### Congestion heat map, run 1

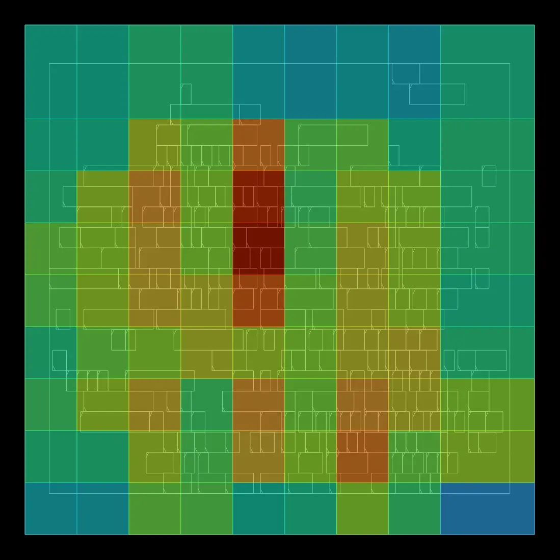
### Wiring heat map, run 1

Scale: 6 px per um. 14 x 14 tiles, from white (low) to dark blue (high), scaled to the fullest tile. Values are wire area over tile area, all layers added.
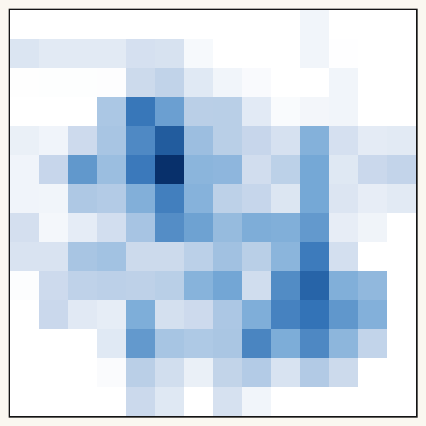
### Clock distribution, run 1

Scale: 6 px per um.
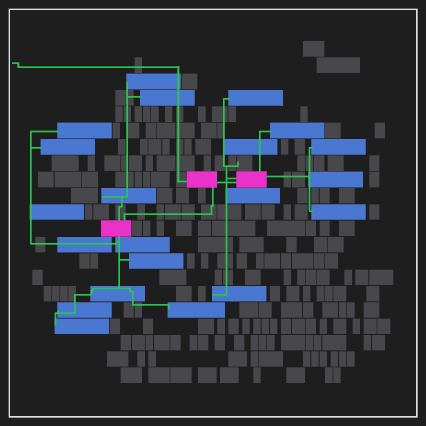
### Logic cells by family, run 1

Scale: 6 px per um.
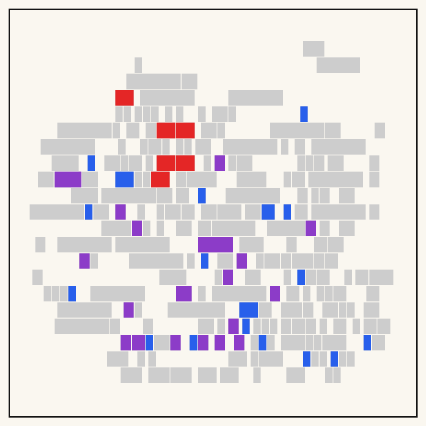
--- config.mk ---
export PLATFORM = sky130hd
export DESIGN_NAME = dff_share_arbiter
export DESIGN_NICKNAME = d
export VERILOG_FILES = /design/src/rtl/dff_arb_pkg.sv /design/src/rtl/dff_share_arbiter_rr_pick.sv /design/src/rtl/dff_share_arbiter.sv
export SDC_FILE = /design/constraint.sdc
export NUM_CORES = 1
export LEC_CHECK = 0
export ABC_AREA = 1
export CAP_MARGIN = 30
export CORE_MARGIN = 3
export CORE_UTILIZATION = 35
export DETAILED_ROUTE_END_ITERATION = 6
export PLACE_DENSITY = 0.65
export SETUP_SLACK_MARGIN = 0.02
export SLEW_MARGIN = 20
export SYNTH_ARGS = -nofsm -noshare
export SYNTH_HDL_FRONTEND = slang
export SYNTH_SLANG_ARGS = --single-unit
--- constraint.sdc ---
create_clock -name i_clk -period 1.3 [get_ports i_clk]
set_input_delay 0.39 -clock i_clk [delete_from_list [all_inputs] [get_ports i_clk]]
set_output_delay 0.39 -clock i_clk [all_outputs]
set_load 0.02 [all_outputs]
--- src/rtl/dff_arb_pkg.sv ---
// Shared definitions for the shared-capture round-robin arbiter.
// Optional grant-lock feature is enabled with DFF_ARB_LOCK_EN.
package dff_arb_pkg;

   localparam logic ST_IDLE = 1'b0;
   localparam logic ST_BUSY = 1'b1;

   localparam int HOLD_MIN = 1;
   localparam int HOLD_MAX = 255;

   function automatic int id_w(input int n);
      return (n <= 2) ? 1 : $clog2(n);
   endfunction

endpackage

--- src/rtl/dff_share_arbiter_rr_pick.sv ---
// Rotating priority picker: first set request at or after ptr, wrapping
// at N_REQ (which need not be a power of two).
module rr_pick #(
   parameter int N_REQ = 4,
   parameter int ID_W  = 2
) (
   input  logic [N_REQ-1:0] req,
   input  logic [ID_W-1:0]  ptr,
   output logic             any,
   output logic [ID_W-1:0]  sel
);

   int idx;

   // scan from ptr upwards, keep only the first hit
   always_comb begin
      any = 1'b0;
      sel = '0;
      idx = 0;
      for (int i = 0; i < N_REQ; i++) begin
         idx = int'(ptr) + i;
         if (idx >= N_REQ) idx = idx - N_REQ;
         if (!any && req[idx]) begin
            any = 1'b1;
            sel = ID_W'(idx);
         end
      end
   end

endmodule

--- src/rtl/dff_share_arbiter.sv ---
// Round-robin arbiter sharing one capture flop among N_REQ requesters.
// Define DFF_ARB_LOCK_EN to add i_lock (winner keeps the grant).
module dff_share_arbiter
   import dff_arb_pkg::*;
#(
   parameter int  N_REQ       = 4,
   parameter int  HOLD_CYCLES = 2,
   localparam int ID_W        = id_w(N_REQ)
) (
   input  logic             i_clk,
   input  logic             i_reset,
   input  logic [N_REQ-1:0] i_req,
   input  logic [N_REQ-1:0] i_d,
`ifdef DFF_ARB_LOCK_EN
   input  logic [N_REQ-1:0] i_lock,
`endif
   output logic [N_REQ-1:0] o_gnt,
   output logic             o_q,
   output logic [ID_W-1:0]  o_q_id,
   output logic             o_q_valid
);

   localparam logic [7:0] HOLD_LD = 8'(HOLD_CYCLES - 1);

   logic             state_q, state_d;
   logic [7:0]       cnt_q, cnt_d;
   logic [ID_W-1:0]  ptr_q, ptr_d;
   logic [ID_W-1:0]  sel_q, sel_d;
   logic [N_REQ-1:0] gnt_q, gnt_d;
   logic             q_q, q_d;
   logic [ID_W-1:0]  qid_q, qid_d;
   logic             qv_q, qv_d;

   logic             pick_any;
   logic [ID_W-1:0]  pick_sel;
   logic             sel_req;
   logic             cnt_zero;
   logic             lock_hit;
   logic [ID_W-1:0]  ptr_nxt;

   rr_pick #(
      .N_REQ (N_REQ),
      .ID_W  (ID_W)
   ) u_pick (
      .req (i_req),
      .ptr (ptr_q),
      .any (pick_any),
      .sel (pick_sel)
   );

   assign sel_req  = i_req[sel_q];
   assign cnt_zero = (cnt_q == 8'd0);
   assign ptr_nxt  = (sel_q == ID_W'(N_REQ - 1)) ? '0 : sel_q + ID_W'(1);

`ifdef DFF_ARB_LOCK_EN
   assign lock_hit = i_lock[sel_q];
`else
   assign lock_hit = 1'b0;
`endif

   // state and datapath registers, cleared asynchronously
   always_ff @(posedge i_clk or negedge i_reset) begin
      if (!i_reset) begin
         state_q <= ST_IDLE;
         cnt_q   <= '0;
         ptr_q   <= '0;
         sel_q   <= '0;
         gnt_q   <= '0;
         q_q     <= 1'b0;
         qid_q   <= '0;
         qv_q    <= 1'b0;
      end else begin
         state_q <= state_d;
         cnt_q   <= cnt_d;
         ptr_q   <= ptr_d;
         sel_q   <= sel_d;
         gnt_q   <= gnt_d;
         q_q     <= q_d;
         qid_q   <= qid_d;
         qv_q    <= qv_d;
      end
   end

   // next state: grant on any request, release on abort or unlocked completion
   always_comb begin
      state_d = state_q;
      case (state_q)
         ST_IDLE: begin
            if (pick_any) state_d = ST_BUSY;
         end
         default: begin
            if (!sel_req)                  state_d = ST_IDLE;
            else if (cnt_zero && !lock_hit) state_d = ST_IDLE;
         end
      endcase
   end

   // register updates for grant, hold counter, pointer and capture
   always_comb begin
      cnt_d = cnt_q;
      ptr_d = ptr_q;
      sel_d = sel_q;
      gnt_d = gnt_q;
      q_d   = q_q;
      qid_d = qid_q;
      qv_d  = 1'b0;
      case (state_q)
         ST_IDLE: begin
            if (pick_any) begin
               sel_d = pick_sel;
               gnt_d = N_REQ'(1) << pick_sel;
               cnt_d = HOLD_LD;
            end
         end
         default: begin
            if (!sel_req) begin
               gnt_d = '0;
               ptr_d = ptr_nxt;
            end else if (!cnt_zero) begin
               cnt_d = cnt_q - 8'd1;
            end else begin
               q_d   = i_d[sel_q];
               qid_d = sel_q;
               qv_d  = 1'b1;
               if (lock_hit) begin
                  cnt_d = HOLD_LD;
               end else begin
                  gnt_d = '0;
                  ptr_d = ptr_nxt;
               end
            end
         end
      endcase
   end

   assign o_gnt     = gnt_q;
   assign o_q       = q_q;
   assign o_q_id    = qid_q;
   assign o_q_valid = qv_q;

endmodule

==> impl_metrics.json, run 1 <==
{
  "ant_nets": 0,
  "grt_pass1_wl_um": 5010,
  "layout.nonclk_buf_frac": 0.196,
  "logic_area_um2": 763,
  "cts_buffers": 3,
  "edf_count": 0,
  "core_region_area_um2": 3490,
  "first_pass_iters": 4,
  "tap_cells": 46,
  "largestClassByArea": "combinational gates",
  "cts-hold-fix-buffers": 0,
  "cts_sinks": 21,
  "postSynthCellCount": 180,
  "logic_gates": 139,
  "drc": 0,
  "maxCapViolCount": 0,
  "maxSlewHeadroom": 0.824,
  "final_util": 0.525,
  "power.density_nw_per_um2": 2660,
  "finalClockPeriodUsage": 1.24,
  "path_buffers": 2,
  "grt.met2_usage": 0.216,
  "synthTopCellsByCount": "nand2_1 (62), dfrtp_1 (21), nand3_1 (16), nor2_1 (16), inv_1 (14)",
  "syn_nets": 193,
  "met1Wirelength_um": 1410,
  "skew_ps": 6.49,
  "fin_ws_ps": -307,
  "clkTransAtPathRegs_ps": 80,
  "fillers": 353,
  "postRouteWirelength_um": 2840,
  "seq_area_frac": 0.287,
  "nNonClkBuffers": 45,
  "layout.nets": 241,
  "yosys.area_share.adder": 0.0282,
  "async_flop_share": 1.00,
  "postCtsSetupRepairBufs": 1,
  "via_per_inst": 4.46,
  "comb_share": 0.416,
  "n_clock_buffer": 3,
  "flop_area_um2": 527,
  "status": "finished with violations",
  "setup_violations": 21,
  "crit_fanout": 6,
  "grt_util_met3": 0.0349,
  "postSynthSeqShare": 0.395,
  "ys_cells": 180,
  "ys_area_um2": 1330,
  "wl_met3_um": 101,
  "ys_top_logic_family": "simple AND/OR/NAND/NOR gates",
  "start_kind": "register",
  "r2r-end": "sel_q[0]",
  "crit_end": "sel_q[0]",
  "synthToLayoutAreaGrowth_pct": 37.9,
  "r2r_start": "ptr_q[0]",
  "yosysWarnings": 0,
  "top_area_frac": 0.395,
  "synthXorXnorAreaFrac": 0.0395,
  "clk_share": 0.0266,
  "clkLatencyLatePin_ps": 260,
  "crit_start": "ptr_q[0]",
  "hp-class": "in -> async",
  "drive_above_1_share": 0.339,
  "grt_overflow_total": 0,
  "crit_family": "simple AND/OR/NAND/NOR gates",
  "required_ps": 1450,
  "grt_max_degree": 22,
  "cts_tree": "yes",
  "top_area_cell": "dfrtp_1",
  "final_hold_viol_count": 0,
  "rrSetupSlack_ps": -310,
  "flops": 21,
  "violations": "negative setup slack",
  "yosys.area_share.simple": 0.375,
  "io_pins": 18,
  "period_needed_ps": 1610,
  "criticalPathCategory": "reg -> reg",
  "whs_ps": 462,
  "root_buffer": "clkbuf_8",
  "path_cells": "buf_6 -> nand2_2 -> nand2_2 -> nand2_1 -> nand2_2 -> nor2_4 -> nand3_4 -> nand2_4 -> inv_4 -> o21a_1",
  "inv_count": 18,
  "antenna_found_initial": 0,
  "synth_flop_count": 21,
  "synth_area_um2": 1330,
  "antenna_cells": 0,
  "numPortBuffers": 17,
  "ir_drop_mv": 1.31,
  "syn_avg_cell_area_um2": 7.40,
  "die_area_um2": 4580,
  "die_h_um": 67.7
}
Back to the opening pictures, 'Congestion heat map':
busiest grt layer: met2
Routed wire per std cell: 10.4 um

Back to the opening pictures, 'Wiring heat map':
The densest ninth of the die: middle. The emptiest ninth of the die: top right. The fullest tile reaches 0.44. 30% of the tiles are nearly empty.

Back to the opening pictures, 'Clock distribution':
Key: green = clock wires [length 266 um]; magenta = clock-net drivers [count 3]; blue = flip-flops [count 21]
There are 4 routed clock nets.
clock power share: 0.088
P_clk: 0.433 mW

Back to the opening pictures, 'Logic cells by family':
Key: red = xor and xnor cells [cells 6]; blue = inv cells [cells 18]; purple = aoi and oai cells [cells 19]

==> run 1: flip-flops by register name, summed over array words and instances, names as in the netlist <==
name,cells
cnt_q,8
sel_q,2
state_q,1
ptr_q,2
o_q,1
o_gnt,4
o_q_valid,1
o_q_id,2
==> run 1: power breakdown <==
part | total (mW) | switching, mW | internal (mW)
Clock | 0.433 | 0.216 | 0.216
Sequential | 1.13 | 0.207 | 0.919
Combinational | 3.33 | 1.92 | 1.41
Total | 4.89 | 2.34 | 2.55
==> run 1: layout by cell type (no fill, tap or decap), types with 4 or more instances in the layout <==
| cell type | instances |
|---|---|
| o21ai_0 | 5 |
| inv_1 | 10 |
| nor2_1 | 14 |
| buf_4 | 24 |
| clkdlybuf4s50_1 | 5 |
| inv_2 | 5 |
| nand3_1 | 14 |
| dlygate4sd2_1 | 4 |
| nand2_1 | 54 |
| buf_2 | 8 |
| xor2_1 | 5 |
| dfrtp_1 | 20 |
| nand2_2 | 15 |
| nor2_2 | 4 |
| o21ai_1 | 7 |
==> run 1: metrics by stage <==
| step | setup WS (ps) | instances | power, mW | area, um^2 | setup TNS [ps] |
|---|---|---|---|---|---|
| after CTS | -280 | 271 | 4.70 | 1790 | -3880 |
| final | -307 | 273 | 4.89 | 1840 | -3940 |
| after floorplan | -87.7 | 180 | 3.21 | 1340 | -704 |
| after global routing | -407 | 273 | 5.43 | 1840 | -6660 |
| after detailed placement | -623 | 266 | 4.22 | 1750 | -11120 |
| after global placement | -580 | 266 | 4.20 | 1750 | -10610 |
==> run 1: kinds of logic (layout without fill, tap and decap cells) <==
kind of cell,Yosys count,count (layout)
AND/OR/NAND/NOR,110,110
flip-flops,21,21
AND-OR/OR-AND,20,20
buffers and inverters,20,67
XOR/XNOR,6,6
adder cells (fa/ha/maj),3,3
## Run 2: what changed since run 1
--- a/config.mk
+++ b/config.mk
@@ -10,6 +10,7 @@
 export CORE_MARGIN = 3
 export CORE_UTILIZATION = 35
 export DETAILED_ROUTE_END_ITERATION = 6
+export MAX_ROUTING_LAYER = met4
 export PLACE_DENSITY = 0.65
 export SETUP_SLACK_MARGIN = 0.02
 export SLEW_MARGIN = 20
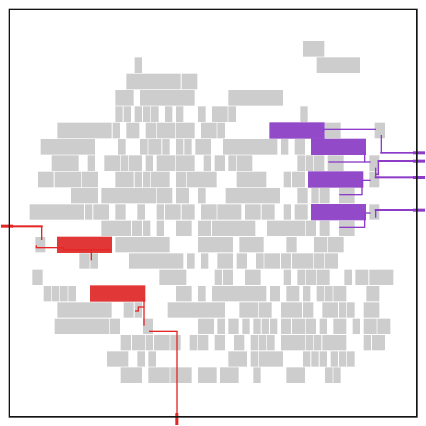
*I/O nets highlighted, run 2*
Scale: 6 px per um.
Key: red = o_q_id [direction output, edge 1 bottom, 1 left, end cells 2, buffers 2, wire 46.7 um]; purple = o_gnt [direction output, edge right, end cells 4, buffers 4, wire 64.8 um]
I/O pin count: 18
IO buf count: 17

==> run 2 against run 1 <==
Compared with the run above:
- the flow still finishes with violations (negative setup slack)
- clock power about the same
- global-route usage up 0.41 points
- synthesized cell count unchanged
- register-to-register slack hardly changed
- combinational power about the same
- die area unchanged
- setup slack barely moved
- clock-buffer cell count is the same
- cell area unchanged
==> impl_metrics.json, run 2 <==
{
  "status": "finished with violations",
  "violations": "negative setup slack",
  "core_region_area_um2": 3490,
  "r2r_start": "ptr_q[0]",
  "dpl_worst_slack_ps": -623,
  "power.internal_mw": 2.55,
  "finalNonFillerCells": 273,
  "clkLatencyLatePin_ps": 260,
  "whs_ps": 462,
  "gp_congestion": 0.834,
  "power_switching_mw": 2.35,
  "cp_slowest_cell": "dfrtp_2",
  "switching_share": 0.480,
  "rsz0062_at_grt": "yes",
  "p_comb_frac": 0.682,
  "ys_cells": 180,
  "maxCapViolCount": 0,
  "grt_pass1_vias": 1154,
  "die_h_um": 67.7,
  "placed_cells": 266,
  "p_clk_frac": 0.088,
  "avgRoutedWirePerCell_um": 10.4,
  "yosys.cell_count.top_type": "nand2_1",
  "synth-main-ff-cell": "dfrtp_1",
  "die_area_um2": 4580,
  "cts_buffers": 3,
  "final_cell_mix": "nand2_1 (54), buf_4 (24), dfrtp_1 (20)",
  "seqPwrFrac": 0.230,
  "ir_drop_mv": 1.31,
  "fillers": 353,
  "ant_nets": 0,
  "largest_register_ffs": 8,
  "r2r-end": "sel_q[0]",
  "flop_area_um2": 527,
  "reg2reg_depth": 10,
  "synthToLayoutAreaGrowth_pct": 37.9,
  "crit_path_end_kind": "register",
  "top_area_frac": 0.395,
  "final_hold_viol_count": 0,
  "crit_top_cell": "nand2_2",
  "grt_overflow_total": 0,
  "syn_avg_cell_area_um2": 7.40,
  "antenna_found_initial": 0,
  "first_iter_violations": 75,
  "worst_slew_pin_slew_ps": 266,
  "placementRows": 21,
  "period_needed_ps": 1610,
  "clk_path_buf_depth": 2,
  "synth_cell_types": 26,
  "grt_pass1_wl_um": 5020,
  "initCoreUtil": 0.381,
  "crit_end": "sel_q[0]",
  "async_flop_share": 1.00,
  "dpl_cell_area_um2": 1750,
  "via_per_inst": 4.52,
  "path_cells": "buf_6 -> nand2_2 -> nand2_2 -> nand2_1 -> nand2_2 -> nor2_4 -> nand3_4 -> nand2_4 -> inv_4 -> o21a_1",
  "synth_area_um2": 1330,
  "tool_warnings": 30,
  "finalSetupTns_ps": -3990,
  "die_w_um": 67.7,
  "first_pass_iters": 4,
  "yosysWarnings": 0,
  "final_util": 0.525,
  "synth_flop_count": 21,
  "dp_hpwl_um": 2180,
  "maxSlewHeadroom": 0.823,
  "postSynthCellCount": 180,
  "p_leak_nw": 0.969,
  "hp-class": "in -> async",
  "max_freq_ghz": 0.622,
  "logic_area_um2": 763,
  "criticalPathCategory": "reg -> reg",
  "stdcell_area_um2": 1840,
  "drive_above_1_share": 0.339,
  "power.density_nw_per_um2": 2670,
  "postRouteWirelength_um": 2850,
  "clkTransAtPathRegs_ps": 80,
  "cts_tree": "yes",
  "grt_max_degree": 22,
  "antenna_cells": 0,
  "vias": 1234,
  "skew_ps": 6.49,
  "edf_count": 0,
  "root_buffer": "clkbuf_8",
  "synthTopCellsByCount": "nand2_1 (62), dfrtp_1 (21), nand3_1 (16), nor2_1 (16), inv_1 (14)",
  "ys_area_um2": 1330,
  "layout_top_cell": "nand2_1",
  "syn_nets": 193,
  "setup_violations": 21,
  "drc": 0,
  "postSynthSeqShare": 0.395,
  "top_area_cell": "dfrtp_1",
  "maxSlewViolCount": 0,
  "fin_ws_ps": -308,
  "start_kind": "register",
  "cts_sinks": 21,
  "crit_path_max_incr_delay_ps": 470,
  "crit_start": "ptr_q[0]",
  "rrSetupSlack_ps": -310,
  "cp.arrival_ps": 1760,
  "required_ps": 1450,
  "top_cells_by_area": "dfrtp_1 (39%), nand2_1 (17%), nand3_1 (6.0%), nor2_1 (4.5%), inv_1 (3.9%)",
  "total_power_mw": 4.90,
  "crit_fanout": 6,
  "top_register": "cnt_q",
  "layout.nets": 241,
  "finalClockPeriodUsage": 1.24,
  "htreeDepth": 1
}
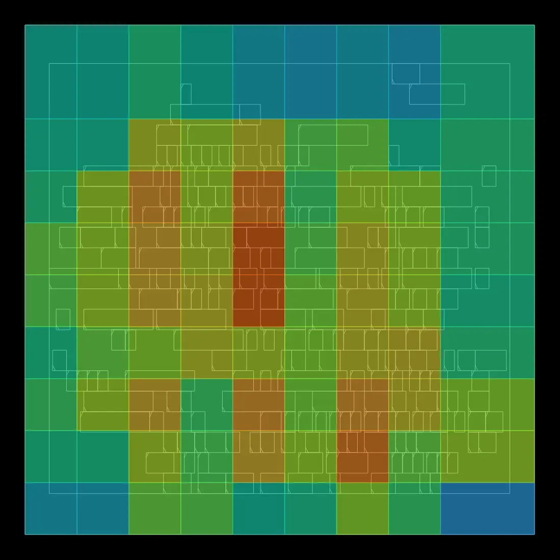
*Congestion heat map, run 2*
met1 usage: 0.203
Tot GR Track Use: 0.147
met2 track utilization from global routing: 0.216
Global Route met3 Usage: 0.0349

## run 2: cell counts in the layout (fill, tap and decap cells not counted)
Identical to the previous run, type by type.
## run 2: kinds of logic (layout without fill, tap and decap cells)
| group | Yosys count | in the layout | synth area share |
|---|---|---|---|
| AOI/OAI and AO/OA | 20 | 20 | 0.0940 |
| xor gates and xnor gates | 6 | 6 | 0.0395 |
| buffers and inverters | 20 | 67 | 0.0686 |
| and+or+nand+nor | 110 | 110 | 0.375 |
| adders and majority gates | 3 | 3 | 0.0282 |
| DFF | 21 | 21 | 0.395 |
## run 2: layer usage
| metal | vias up | track usage | wire length, um |
|---|---|---|---|
| met2 | 17 | 0.216 | 1300 |
| met5 | - | - | 0 |
| met4 | 0 | 0.0304 | 19 |
| met3 | 2 | 0.0349 | 108 |
| met1 | 545 | 0.203 | 1420 |
| li1 | 670 | - | - |
## run 2: final cells by class
cell class	instances	area share
clock inverters	1	0.00409
well taps	46	0.0314
multi-input cells	139	0.416
repair buffers	45	0.196
inverters	18	0.0436
flip-flops and latches	21	0.287
clock buffers	3	0.0225
## run 2: power by group through the flow
stage | clock network, mW | registers [mW] | logic [mW]
after floorplan | 0 | 1.20 | 2.01
after global placement | 0 | 1.13 | 3.08
after detailed placement | 0 | 1.12 | 3.10
after CTS | 0.454 | 1.12 | 3.13
after global routing | 0.483 | 1.16 | 3.78
final | 0.432 | 1.12 | 3.34
## run 2: what timing repair did
action                                  CTS  global route
gates cloned                              0             0
endpoints found under the setup margin   29            22
gates resized                            46            13
hold buffers                              0             0
endpoints found under the hold margin     0             0
setup buffers                             1             2
pin swaps                                 2             5
## run 2: worst max-delay path, delay by kind of cell (launching register included)
family	cells	cell delay [ps]
AND/OR/NAND/NOR	7	670
flip-flops	1	470
buffers and inverters	2	200
AND-OR/OR-AND	1	160
Power and IR drop assume default switching activity.
